### src/rtl/riscv_cache_pkg.sv
// Shared types for the cache-to-BIU arbiter slice.
//   biu_size_t / biu_prot_t : BIU transfer attributes carried per requester
//   arb_state_t             : arbiter FSM state (ARB, LOCKED)
//   owner_entry_t           : one in-flight transfer {owner, beats remaining - 1}
//   ARB_DCACHE / ARB_ICACHE : requester indices on the arbiter ports
package riscv_cache_pkg;

    // Owner entries are sized for the largest burst the BIU supports;
    // the arbiter's MAX_BURST must not exceed this.
    localparam int BIU_MAX_BURST = 8;
    localparam int BIU_LEN_BITS  = $clog2(BIU_MAX_BURST);

    localparam logic ARB_DCACHE = 1'b0;
    localparam logic ARB_ICACHE = 1'b1;

    typedef enum logic [2:0] {
        BIU_BYTE  = 3'd0,
        BIU_HWORD = 3'd1,
        BIU_WORD  = 3'd2,
        BIU_DWORD = 3'd3,
        BIU_QWORD = 3'd4
    } biu_size_t;

    // {privileged, cacheable/bufferable hint, instruction(1)/data(0)}
    typedef logic [2:0] biu_prot_t;

    typedef enum logic {
        ARB    = 1'b0,
        LOCKED = 1'b1
    } arb_state_t;

    typedef struct packed {
        logic                    owner;
        logic [BIU_LEN_BITS-1:0] beats;
    } owner_entry_t;

endpackage

### src/rtl/riscv_cache_biu_arb_if.sv
// Signal bundle between the two cache ports, the arbiter and the BIU.
// Modport slave  : the arbiter (consumes requests, drives acks and BIU command).
// Modport master : the environment (cache ports and BIU).
// Handshake: an address phase is accepted in the cycle where biu_req_o and
// biu_stb_ack_i are both high; the granted requester sees stb_ack_o in that
// same cycle and holds req_i/address fields stable until then. Data beats
// complete on biu_ack_i (or terminate on biu_err_i) and are routed to the
// owner of the oldest outstanding transfer.
interface riscv_cache_biu_arb_if
    import riscv_cache_pkg::*;
#(
    parameter int XLEN          = 32,
    parameter int PLEN          = XLEN,
    parameter int LEN_BITS      = 3,
    parameter int INFLIGHT_BITS = 2
) ();

    // cache ports
    logic      [1:0]                    req_i;
    logic      [1:0][PLEN-1:0]          adr_i;
    biu_size_t [1:0]                    size_i;
    biu_prot_t [1:0]                    prot_i;
    logic      [1:0]                    lock_i;
    logic      [1:0]                    we_i;
    logic      [1:0][LEN_BITS-1:0]      len_i;
    logic      [1:0][XLEN-1:0]          d_i;
    logic      [1:0]                    stb_ack_o;
    logic      [1:0]                    ack_o;
    logic      [1:0]                    err_o;
    logic      [XLEN-1:0]               q_o;
    logic      [1:0][INFLIGHT_BITS-1:0] inflight_cnt_o;

    // BIU side
    logic                               biu_req_o;
    logic      [PLEN-1:0]               biu_adr_o;
    biu_size_t                          biu_size_o;
    biu_prot_t                          biu_prot_o;
    logic                               biu_lock_o;
    logic                               biu_we_o;
    logic      [LEN_BITS-1:0]           biu_len_o;
    logic      [XLEN-1:0]               biu_d_o;
    logic                               biu_stb_ack_i;
    logic                               biu_ack_i;
    logic                               biu_err_i;
    logic      [XLEN-1:0]               biu_q_i;

    // arbiter FSM state, for observation only
    arb_state_t                         arb_state_o;

    modport slave (
        input  req_i, adr_i, size_i, prot_i, lock_i, we_i, len_i, d_i,
        input  biu_stb_ack_i, biu_ack_i, biu_err_i, biu_q_i,
        output stb_ack_o, ack_o, err_o, q_o, inflight_cnt_o,
        output biu_req_o, biu_adr_o, biu_size_o, biu_prot_o, biu_lock_o,
        output biu_we_o, biu_len_o, biu_d_o, arb_state_o
    );

    modport master (
        output req_i, adr_i, size_i, prot_i, lock_i, we_i, len_i, d_i,
        output biu_stb_ack_i, biu_ack_i, biu_err_i, biu_q_i,
        input  stb_ack_o, ack_o, err_o, q_o, inflight_cnt_o,
        input  biu_req_o, biu_adr_o, biu_size_o, biu_prot_o, biu_lock_o,
        input  biu_we_o, biu_len_o, biu_d_o, arb_state_o
    );

endinterface

### src/rtl/riscv_cache_biu_arb_fifo.sv
// Owner FIFO: one entry per accepted address phase, oldest at the head.
//   push_i/push_data_i : append an entry (caller never pushes when full)
//   pop_i              : retire the head entry
//   dec_i              : decrement head.beats (caller never combines with pop_i)
//   full_o/empty_o     : occupancy flags
//   head_o             : oldest entry (undefined content when empty)
module riscv_cache_biu_arb_fifo
    import riscv_cache_pkg::*;
#(
    parameter int DEPTH = 2
) (
    input  logic         clk_i,
    input  logic         rst_ni,
    input  logic         push_i,
    input  owner_entry_t push_data_i,
    input  logic         pop_i,
    input  logic         dec_i,
    output logic         full_o,
    output logic         empty_o,
    output owner_entry_t head_o
);

    localparam int PTR_BITS = (DEPTH > 1) ? $clog2(DEPTH) : 1;
    localparam int CNT_BITS = $clog2(DEPTH + 1);

    owner_entry_t [DEPTH-1:0] mem_q, mem_d;
    logic [PTR_BITS-1:0]      rd_ptr_q, rd_ptr_d;
    logic [PTR_BITS-1:0]      wr_ptr_q, wr_ptr_d;
    logic [CNT_BITS-1:0]      cnt_q, cnt_d;

    // Explicit wrap so non-power-of-two depths work.
    function automatic logic [PTR_BITS-1:0] ptr_inc(input logic [PTR_BITS-1:0] p);
        return (p == PTR_BITS'(DEPTH - 1)) ? '0 : p + PTR_BITS'(1);
    endfunction

    always_comb begin
        mem_d    = mem_q;
        rd_ptr_d = rd_ptr_q;
        wr_ptr_d = wr_ptr_q;
        cnt_d    = cnt_q;
        if (dec_i) begin
            mem_d[rd_ptr_q].beats = mem_q[rd_ptr_q].beats - BIU_LEN_BITS'(1);
        end
        if (push_i) begin
            mem_d[wr_ptr_q] = push_data_i;
            wr_ptr_d        = ptr_inc(wr_ptr_q);
        end
        if (pop_i) begin
            rd_ptr_d = ptr_inc(rd_ptr_q);
        end
        if (push_i && !pop_i) begin
            cnt_d = cnt_q + CNT_BITS'(1);
        end else if (pop_i && !push_i) begin
            cnt_d = cnt_q - CNT_BITS'(1);
        end
    end

    always_ff @(posedge clk_i or negedge rst_ni) begin
        if (!rst_ni) begin
            mem_q    <= '0;
            rd_ptr_q <= '0;
            wr_ptr_q <= '0;
            cnt_q    <= '0;
        end else begin
            mem_q    <= mem_d;
            rd_ptr_q <= rd_ptr_d;
            wr_ptr_q <= wr_ptr_d;
            cnt_q    <= cnt_d;
        end
    end

    assign full_o  = (cnt_q == CNT_BITS'(DEPTH));
    assign empty_o = (cnt_q == '0);
    assign head_o  = mem_q[rd_ptr_q];

endmodule

### src/rtl/riscv_cache_biu_arb.sv
// Shares one BIU between the data-cache port (requester 0) and the
// instruction-cache port (requester 1).
//   clk_i, rst_ni : clock, asynchronous active-low reset
//   bus (slave)   : cache-port requests/acks and the BIU command/data bus
// Address phases are granted round-robin (lock sequences keep the grant),
// every accepted phase is recorded in an owner FIFO, and data-phase
// ack/err/write-data are routed by the FIFO head.
module riscv_cache_biu_arb
    import riscv_cache_pkg::*;
#(
    parameter  int XLEN           = 32,
    parameter  int PLEN           = XLEN,
    parameter  int MAX_BURST      = 8,
    parameter  int INFLIGHT_DEPTH = 2,
    localparam int LEN_BITS       = $clog2(MAX_BURST),
    localparam int INFLIGHT_BITS  = $clog2(INFLIGHT_DEPTH + 1)
) (
    input logic                  clk_i,
    input logic                  rst_ni,
    riscv_cache_biu_arb_if.slave bus
);

    arb_state_t                     state_q, state_d;
    logic                           owner_q, owner_d;
    logic                           prio_q, prio_d;
    logic [1:0][INFLIGHT_BITS-1:0]  cnt_q, cnt_d;

    logic                           gnt;
    logic                           accept;
    logic                           full, empty;
    logic                           pop, dec;
    owner_entry_t                   push_entry, head;
    logic [PLEN-1:0]                adr_mux;
    logic [XLEN-1:0]                wdata_mux;
    logic [LEN_BITS-1:0]            len_mux;
    logic [1:0]                     stb_ack, ack, err;

    // ------------------------------------------------------------------
    // Address phase
    // ------------------------------------------------------------------
    // Priority requester wins if requesting; otherwise the other one.
    always_comb begin
        gnt = prio_q;
        if (state_q == LOCKED) begin
            gnt = owner_q;
        end else if (!bus.req_i[prio_q] && bus.req_i[~prio_q]) begin
            gnt = ~prio_q;
        end
    end

    assign adr_mux = bus.adr_i[gnt];
    assign len_mux = bus.len_i[gnt];

    // A full FIFO blocks requests even if it drains this cycle.
    assign bus.biu_req_o  = bus.req_i[gnt] & ~full;
    assign bus.biu_adr_o  = adr_mux;
    assign bus.biu_size_o = bus.size_i[gnt];
    assign bus.biu_prot_o = bus.prot_i[gnt];
    assign bus.biu_lock_o = bus.lock_i[gnt];
    assign bus.biu_we_o   = bus.we_i[gnt];
    assign bus.biu_len_o  = len_mux;

    assign accept = bus.biu_req_o & bus.biu_stb_ack_i;

    always_comb begin
        stb_ack      = '0;
        stb_ack[gnt] = accept;
    end
    assign bus.stb_ack_o = stb_ack;

    assign push_entry.owner = gnt;
    assign push_entry.beats = BIU_LEN_BITS'(len_mux);

    // ------------------------------------------------------------------
    // Arbiter FSM
    // ------------------------------------------------------------------
    always_comb begin
        state_d = state_q;
        owner_d = owner_q;
        prio_d  = prio_q;
        // The loser of each acceptance gets priority next time.
        if (accept) begin
            prio_d = ~gnt;
        end
        case (state_q)
            ARB: begin
                if (accept && bus.lock_i[gnt]) begin
                    state_d = LOCKED;
                    owner_d = gnt;
                end
            end
            LOCKED: begin
                if (!bus.req_i[owner_q] || (accept && !bus.lock_i[owner_q])) begin
                    state_d = ARB;
                end
            end
            default: state_d = ARB;
        endcase
    end

    always_ff @(posedge clk_i or negedge rst_ni) begin
        if (!rst_ni) begin
            state_q <= ARB;
            owner_q <= ARB_DCACHE;
            prio_q  <= ARB_DCACHE;
        end else begin
            state_q <= state_d;
            owner_q <= owner_d;
            prio_q  <= prio_d;
        end
    end

    assign bus.arb_state_o = state_q;

    // ------------------------------------------------------------------
    // Data phase
    // ------------------------------------------------------------------
    riscv_cache_biu_arb_fifo #(
        .DEPTH (INFLIGHT_DEPTH)
    ) u_fifo (
        .clk_i       (clk_i),
        .rst_ni      (rst_ni),
        .push_i      (accept),
        .push_data_i (push_entry),
        .pop_i       (pop),
        .dec_i       (dec),
        .full_o      (full),
        .empty_o     (empty),
        .head_o      (head)
    );

    // BIU responses with nothing outstanding are dropped.
    always_comb begin
        ack = '0;
        err = '0;
        if (!empty) begin
            ack[head.owner] = bus.biu_ack_i;
            err[head.owner] = bus.biu_err_i;
        end
    end

    // An error ends the transfer regardless of remaining beats.
    assign pop = ~empty & (bus.biu_err_i | (bus.biu_ack_i & (head.beats == '0)));
    assign dec = ~empty & bus.biu_ack_i & ~pop;

    assign wdata_mux   = bus.d_i[head.owner];
    assign bus.biu_d_o = wdata_mux;
    assign bus.ack_o   = ack;
    assign bus.err_o   = err;
    assign bus.q_o     = bus.biu_q_i;

    // Increment and decrement applied independently so a same-owner
    // push+pop nets to zero.
    always_comb begin
        cnt_d = cnt_q;
        for (int i = 0; i < 2; i++) begin
            if (accept && (gnt == 1'(i))) begin
                cnt_d[i] = cnt_d[i] + INFLIGHT_BITS'(1);
            end
            if (pop && (head.owner == 1'(i))) begin
                cnt_d[i] = cnt_d[i] - INFLIGHT_BITS'(1);
            end
        end
    end

    always_ff @(posedge clk_i or negedge rst_ni) begin
        if (!rst_ni) begin
            cnt_q <= '0;
        end else begin
            cnt_q <= cnt_d;
        end
    end

    assign bus.inflight_cnt_o = cnt_q;

endmodule
### src/flat_wrapper.sv
// flat-port wrapper written by rule: the top's interface ports become plain ports
module riscv_cache_biu_arb_flat import riscv_cache_pkg::*;
#(
    parameter  int XLEN           = 32,
    parameter  int PLEN           = XLEN,
    parameter  int MAX_BURST      = 8,
    parameter  int INFLIGHT_DEPTH = 2,
    localparam int LEN_BITS       = $clog2(MAX_BURST),
    localparam int INFLIGHT_BITS  = $clog2(INFLIGHT_DEPTH + 1)
)
  (clk_i, rst_ni, bus_req_i, bus_adr_i, bus_size_i, bus_prot_i, bus_lock_i, bus_we_i, bus_len_i, bus_d_i, bus_biu_stb_ack_i, bus_biu_ack_i, bus_biu_err_i, bus_biu_q_i, bus_stb_ack_o, bus_ack_o, bus_err_o, bus_q_o, bus_inflight_cnt_o, bus_biu_req_o, bus_biu_adr_o, bus_biu_size_o, bus_biu_prot_o, bus_biu_lock_o, bus_biu_we_o, bus_biu_len_o, bus_biu_d_o, bus_arb_state_o);
  riscv_cache_biu_arb_if #(.XLEN(XLEN), .PLEN(PLEN)) bus_i ();
  input logic clk_i;
  input logic rst_ni;
  input wire logic [$bits(bus_i.req_i)-1:0] bus_req_i;
  input wire logic [$bits(bus_i.adr_i)-1:0] bus_adr_i;
  input wire logic [$bits(bus_i.size_i)-1:0] bus_size_i;
  input wire logic [$bits(bus_i.prot_i)-1:0] bus_prot_i;
  input wire logic [$bits(bus_i.lock_i)-1:0] bus_lock_i;
  input wire logic [$bits(bus_i.we_i)-1:0] bus_we_i;
  input wire logic [$bits(bus_i.len_i)-1:0] bus_len_i;
  input wire logic [$bits(bus_i.d_i)-1:0] bus_d_i;
  input wire logic [$bits(bus_i.biu_stb_ack_i)-1:0] bus_biu_stb_ack_i;
  input wire logic [$bits(bus_i.biu_ack_i)-1:0] bus_biu_ack_i;
  input wire logic [$bits(bus_i.biu_err_i)-1:0] bus_biu_err_i;
  input wire logic [$bits(bus_i.biu_q_i)-1:0] bus_biu_q_i;
  output wire logic [$bits(bus_i.stb_ack_o)-1:0] bus_stb_ack_o;
  output wire logic [$bits(bus_i.ack_o)-1:0] bus_ack_o;
  output wire logic [$bits(bus_i.err_o)-1:0] bus_err_o;
  output wire logic [$bits(bus_i.q_o)-1:0] bus_q_o;
  output wire logic [$bits(bus_i.inflight_cnt_o)-1:0] bus_inflight_cnt_o;
  output wire logic [$bits(bus_i.biu_req_o)-1:0] bus_biu_req_o;
  output wire logic [$bits(bus_i.biu_adr_o)-1:0] bus_biu_adr_o;
  output wire logic [$bits(bus_i.biu_size_o)-1:0] bus_biu_size_o;
  output wire logic [$bits(bus_i.biu_prot_o)-1:0] bus_biu_prot_o;
  output wire logic [$bits(bus_i.biu_lock_o)-1:0] bus_biu_lock_o;
  output wire logic [$bits(bus_i.biu_we_o)-1:0] bus_biu_we_o;
  output wire logic [$bits(bus_i.biu_len_o)-1:0] bus_biu_len_o;
  output wire logic [$bits(bus_i.biu_d_o)-1:0] bus_biu_d_o;
  output wire logic [$bits(bus_i.arb_state_o)-1:0] bus_arb_state_o;
  assign bus_i.req_i = bus_req_i;
  assign bus_i.adr_i = bus_adr_i;
  assign bus_i.size_i = bus_size_i;
  assign bus_i.prot_i = bus_prot_i;
  assign bus_i.lock_i = bus_lock_i;
  assign bus_i.we_i = bus_we_i;
  assign bus_i.len_i = bus_len_i;
  assign bus_i.d_i = bus_d_i;
  assign bus_i.biu_stb_ack_i = bus_biu_stb_ack_i;
  assign bus_i.biu_ack_i = bus_biu_ack_i;
  assign bus_i.biu_err_i = bus_biu_err_i;
  assign bus_i.biu_q_i = bus_biu_q_i;
  assign bus_stb_ack_o = bus_i.stb_ack_o;
  assign bus_ack_o = bus_i.ack_o;
  assign bus_err_o = bus_i.err_o;
  assign bus_q_o = bus_i.q_o;
  assign bus_inflight_cnt_o = bus_i.inflight_cnt_o;
  assign bus_biu_req_o = bus_i.biu_req_o;
  assign bus_biu_adr_o = bus_i.biu_adr_o;
  assign bus_biu_size_o = bus_i.biu_size_o;
  assign bus_biu_prot_o = bus_i.biu_prot_o;
  assign bus_biu_lock_o = bus_i.biu_lock_o;
  assign bus_biu_we_o = bus_i.biu_we_o;
  assign bus_biu_len_o = bus_i.biu_len_o;
  assign bus_biu_d_o = bus_i.biu_d_o;
  assign bus_arb_state_o = bus_i.arb_state_o;
  riscv_cache_biu_arb #(.XLEN(XLEN), .PLEN(PLEN), .MAX_BURST(MAX_BURST), .INFLIGHT_DEPTH(INFLIGHT_DEPTH)) u_core (.clk_i(clk_i), .rst_ni(rst_ni), .bus(bus_i));
endmodule
### config.mk
export PLATFORM = sky130hd
export DESIGN_NAME = riscv_cache_biu_arb_flat
export DESIGN_NICKNAME = d
export VERILOG_FILES = /design/src/rtl/riscv_cache_pkg.sv /design/src/rtl/riscv_cache_biu_arb_if.sv /design/src/rtl/riscv_cache_biu_arb_fifo.sv /design/src/rtl/riscv_cache_biu_arb.sv /design/src/flat_wrapper.sv
export SDC_FILE = /design/constraint.sdc
export NUM_CORES = 1
export LEC_CHECK = 0
export CAP_MARGIN = 5
export CORE_AREA = 2 2 119 121
export CTS_CLUSTER_DIAMETER = 100
export DETAILED_ROUTE_END_ITERATION = 8
export DIE_AREA = 0 0 121 123
export DONT_BUFFER_PORTS = 1
export GPL_ROUTABILITY_DRIVEN = 0
export PLACE_DENSITY = 0.37
export SYNTH_ARGS = -nofsm -noshare
export SYNTH_HDL_FRONTEND = slang
export SYNTH_SLANG_ARGS = --single-unit
### constraint.sdc
create_clock -name clk_i -period 6.2 [get_ports clk_i]
set_input_delay 0.62 -clock clk_i [delete_from_list [all_inputs] [get_ports clk_i]]
set_output_delay 0.62 -clock clk_i [all_outputs]
set_load 0.03 [all_outputs]
Met1 routing:
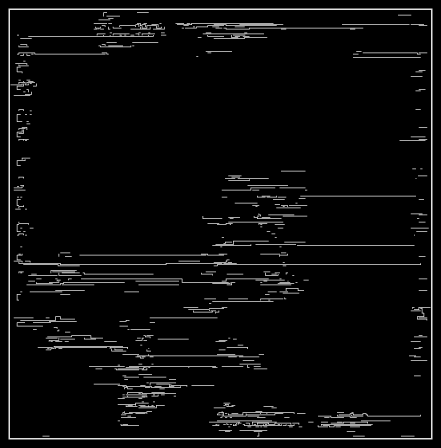
The wires run mostly horizontal. The longest straight run is 58.4 um. The layer holds 34% of the routed length. 314 nets have wire on it.

Metal 2:
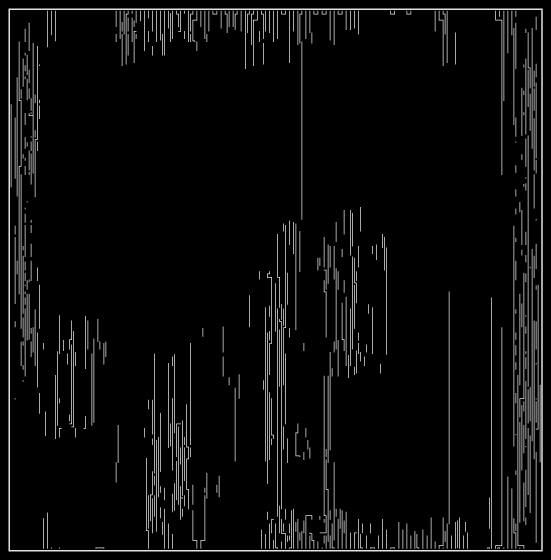
The wires run mostly vertical. The layer holds 54% of the routed length. The longest straight run is 57.1 um. The layer carries 3,710 um of wire.

==> flow_metrics.env <==
# implementation run metrics
export IMPL_wire_per_inst_um=15.5
export IMPL_path_clk_slew_ns=0.06
export IMPL_yosys_top_cells_area="dfrtp_1 (21%), mux2_2 (20%), nand2_1 (17%)"
export IMPL_grt_max_degree=45
export IMPL_setup_viol=0
export IMPL_cts_resized=0
export IMPL_path_cells="a21oi_1 -> a21oi_4 -> buf_4 -> mux2i_1 -> inv_1"
export IMPL_tritoncts="built"
export IMPL_vias=1861
export IMPL_setup_slack_ns=3.14
export IMPL_row_count=43
export IMPL_cp_num_buf_inv=2
export IMPL_status="complete, no violations"
export IMPL_synthArstFlopShare_pct=100
export IMPL_synth_cell_types=40
export IMPL_cts_sinks=19
export IMPL_start_kind="register"
export IMPL_postCtsSetupBuffers=0
export IMPL_worst_slew_pin_slew_ns=1.22
export IMPL_synth_cell_area_mm2=0.00231
export IMPL_dp_hpwl_um=5770
export IMPL_yosysMostFrequentCell="nand2_1"
export IMPL_diodes=0
export IMPL_core_area_mm2=0.0136
export IMPL_cap_violations=0
export IMPL_top_area_cell="dfrtp_1"
export IMPL_p_int_mw=0.645
export IMPL_fin_crit_sh_pct=49.4
export IMPL_ctsRootBufferMaster="clkbuf_16"
export IMPL_grt_usage_pct=8.00
export IMPL_grt_pass1_wl_um=9060
export IMPL_warnings=27
export IMPL_postSynthSeqShare_pct=20.5
export IMPL_rsz0062_at_grt="false"
export IMPL_cpPeakStageDelay_ns=0.72
export IMPL_p_per_area_mw_per_mm2=765
export IMPL_p_leak_nw=1.04
export IMPL_setup_tns_ns=0
export IMPL_io_buffers=0
export IMPL_area_growth_pct=0.648
export IMPL_flop_cell="dfrtp_1"
export IMPL_cts_buffers=3
export IMPL_p_sw_mw=1.14
export IMPL_cp_slowest_cell="dfrtp_1"
export IMPL_cp_data_required_time_ns=5.58
export IMPL_clkPwrFrac_pct=7.7
export IMPL_fin_crit_ns=3.06
export IMPL_max_slew_margin_rel_pct=19.0
export IMPL_syn_inst=303
export IMPL_die_h_um=123
export IMPL_crit_path_max_fanout=44
export IMPL_arrival_ns=2.44
export IMPL_grt_overflow=0
export IMPL_common_cells="nand2_1 (106), mux2_2 (41), buf_4 (32)"
export IMPL_fin_total_pwr_mw=1.78
export IMPL_pin_count=308
export IMPL_routed_wl_um=6850
export IMPL_route_detailed_drc=0
export IMPL_peakVddDrop_mv=0.178
export IMPL_edf_count=0
export IMPL_fin_skew_ns=0.00246
export IMPL_first_pass_iters=4
export IMPL_finish_net_count=454
export IMPL_cts_htree_levels=1
export IMPL_hold_violations=0
export IMPL_syn_area_per_cell_um2=7.64
export IMPL_ant_nets=0
export IMPL_top_area_share_pct=20.5
export IMPL_numSynthFlops=19
export IMPL_crit_family="flip-flops"
export IMPL_power_frac_seq_pct=16.9
[final timing paths]
path	end	slack, ns	from	cells past startpoint
setup / recovery	bus_biu_len_o[2]	3.14	u_core.bus.arb_state_o	5
hold / removal	u_core.bus.inflight_cnt_o[3]	0.06	rst_ni	0
setup reg to reg	u_core.bus.inflight_cnt_o[3]	3.86	u_core.u_fifo.rd_ptr_q	5
hold reg to reg	u_core.u_fifo.wr_ptr_q	0.49	u_core.u_fifo.wr_ptr_q	1
max in group asynchronous	u_core.u_fifo.mem_q[4]	6.06	rst_ni	0
min in group clk_i	u_core.u_fifo.wr_ptr_q	0.49	u_core.u_fifo.wr_ptr_q	1
[layout make-up]
type	instances	area (um^2)
multi-input cells	226	1500
inverters	10	37.5
fillers	1519	11300
clock buffers	3	75.1
flip-flops and latches	19	475
repair buffers	2	15.0
well taps	180	225
clock inverters	1	5.00
[flip-flops by register name, summed over array words and instances (netlist names)]
register,flops
u_core.bus.arb_state_o,1
u_core.bus.inflight_cnt_o,4
u_core.owner_q,1
u_core.prio_q,1
u_core.u_fifo.cnt_q,2
u_core.u_fifo.mem_q,8
u_core.u_fifo.rd_ptr_q,1
u_core.u_fifo.wr_ptr_q,1
[through the flow]
| step | util (%) | hold WS (ns) | cells |
|---|---|---|---|
| 3_3_place_gp | 16.5 | 0.325 | 437 |
| 5_1_grt | 17.1 | 0.0466 | 441 |
| 4_1_cts | 17.1 | 0.0513 | 441 |
| 6_report | 17.1 | 0.0570 | 441 |
| 3_5_place_dp | 16.5 | 0.325 | 437 |
| 2_1_floorplan | - | 0.324 | 303 |
[power groups by stage]
stage / Combinational, mW / Sequential, mW / Clock (mW)
global placement: 1.35 / 0.304 / 0
global route: 1.45 / 0.313 / 0.148
floorplan: 1.28 / 0.265 / 0
detailed placement: 1.36 / 0.304 / 0
finish: 1.34 / 0.302 / 0.137
CTS: 1.37 / 0.302 / 0.142
[routing by layer]
metal	up-vias	track usage, %	share of wire [%]
met1	831	7.93	34
met4	0	1.38	0.50
met2	154	16.1	54
li1	872	-	-
met3	4	2.77	11
met5	-	0	0
[cells by family after synthesis]
group,share of synthesized area (%)
muxes,26.6
xor gates and xnor gates,5.68
adders and majority gates,1.62
and+or+nand+nor,22.7
buffers and inverters,15.3
AOI/OAI and AO/OA,7.51
DFF,20.5
[layout by cell type (no fill, tap or decap), types with 4 or more instances in the layout]
cell type,n
nand2_1,106
mux2_2,41
dfrtp_1,19
mux2i_1,14
nor2_1,12
xnor2_1,11
inv_1,10
a21oi_1,4
xor2_1,4
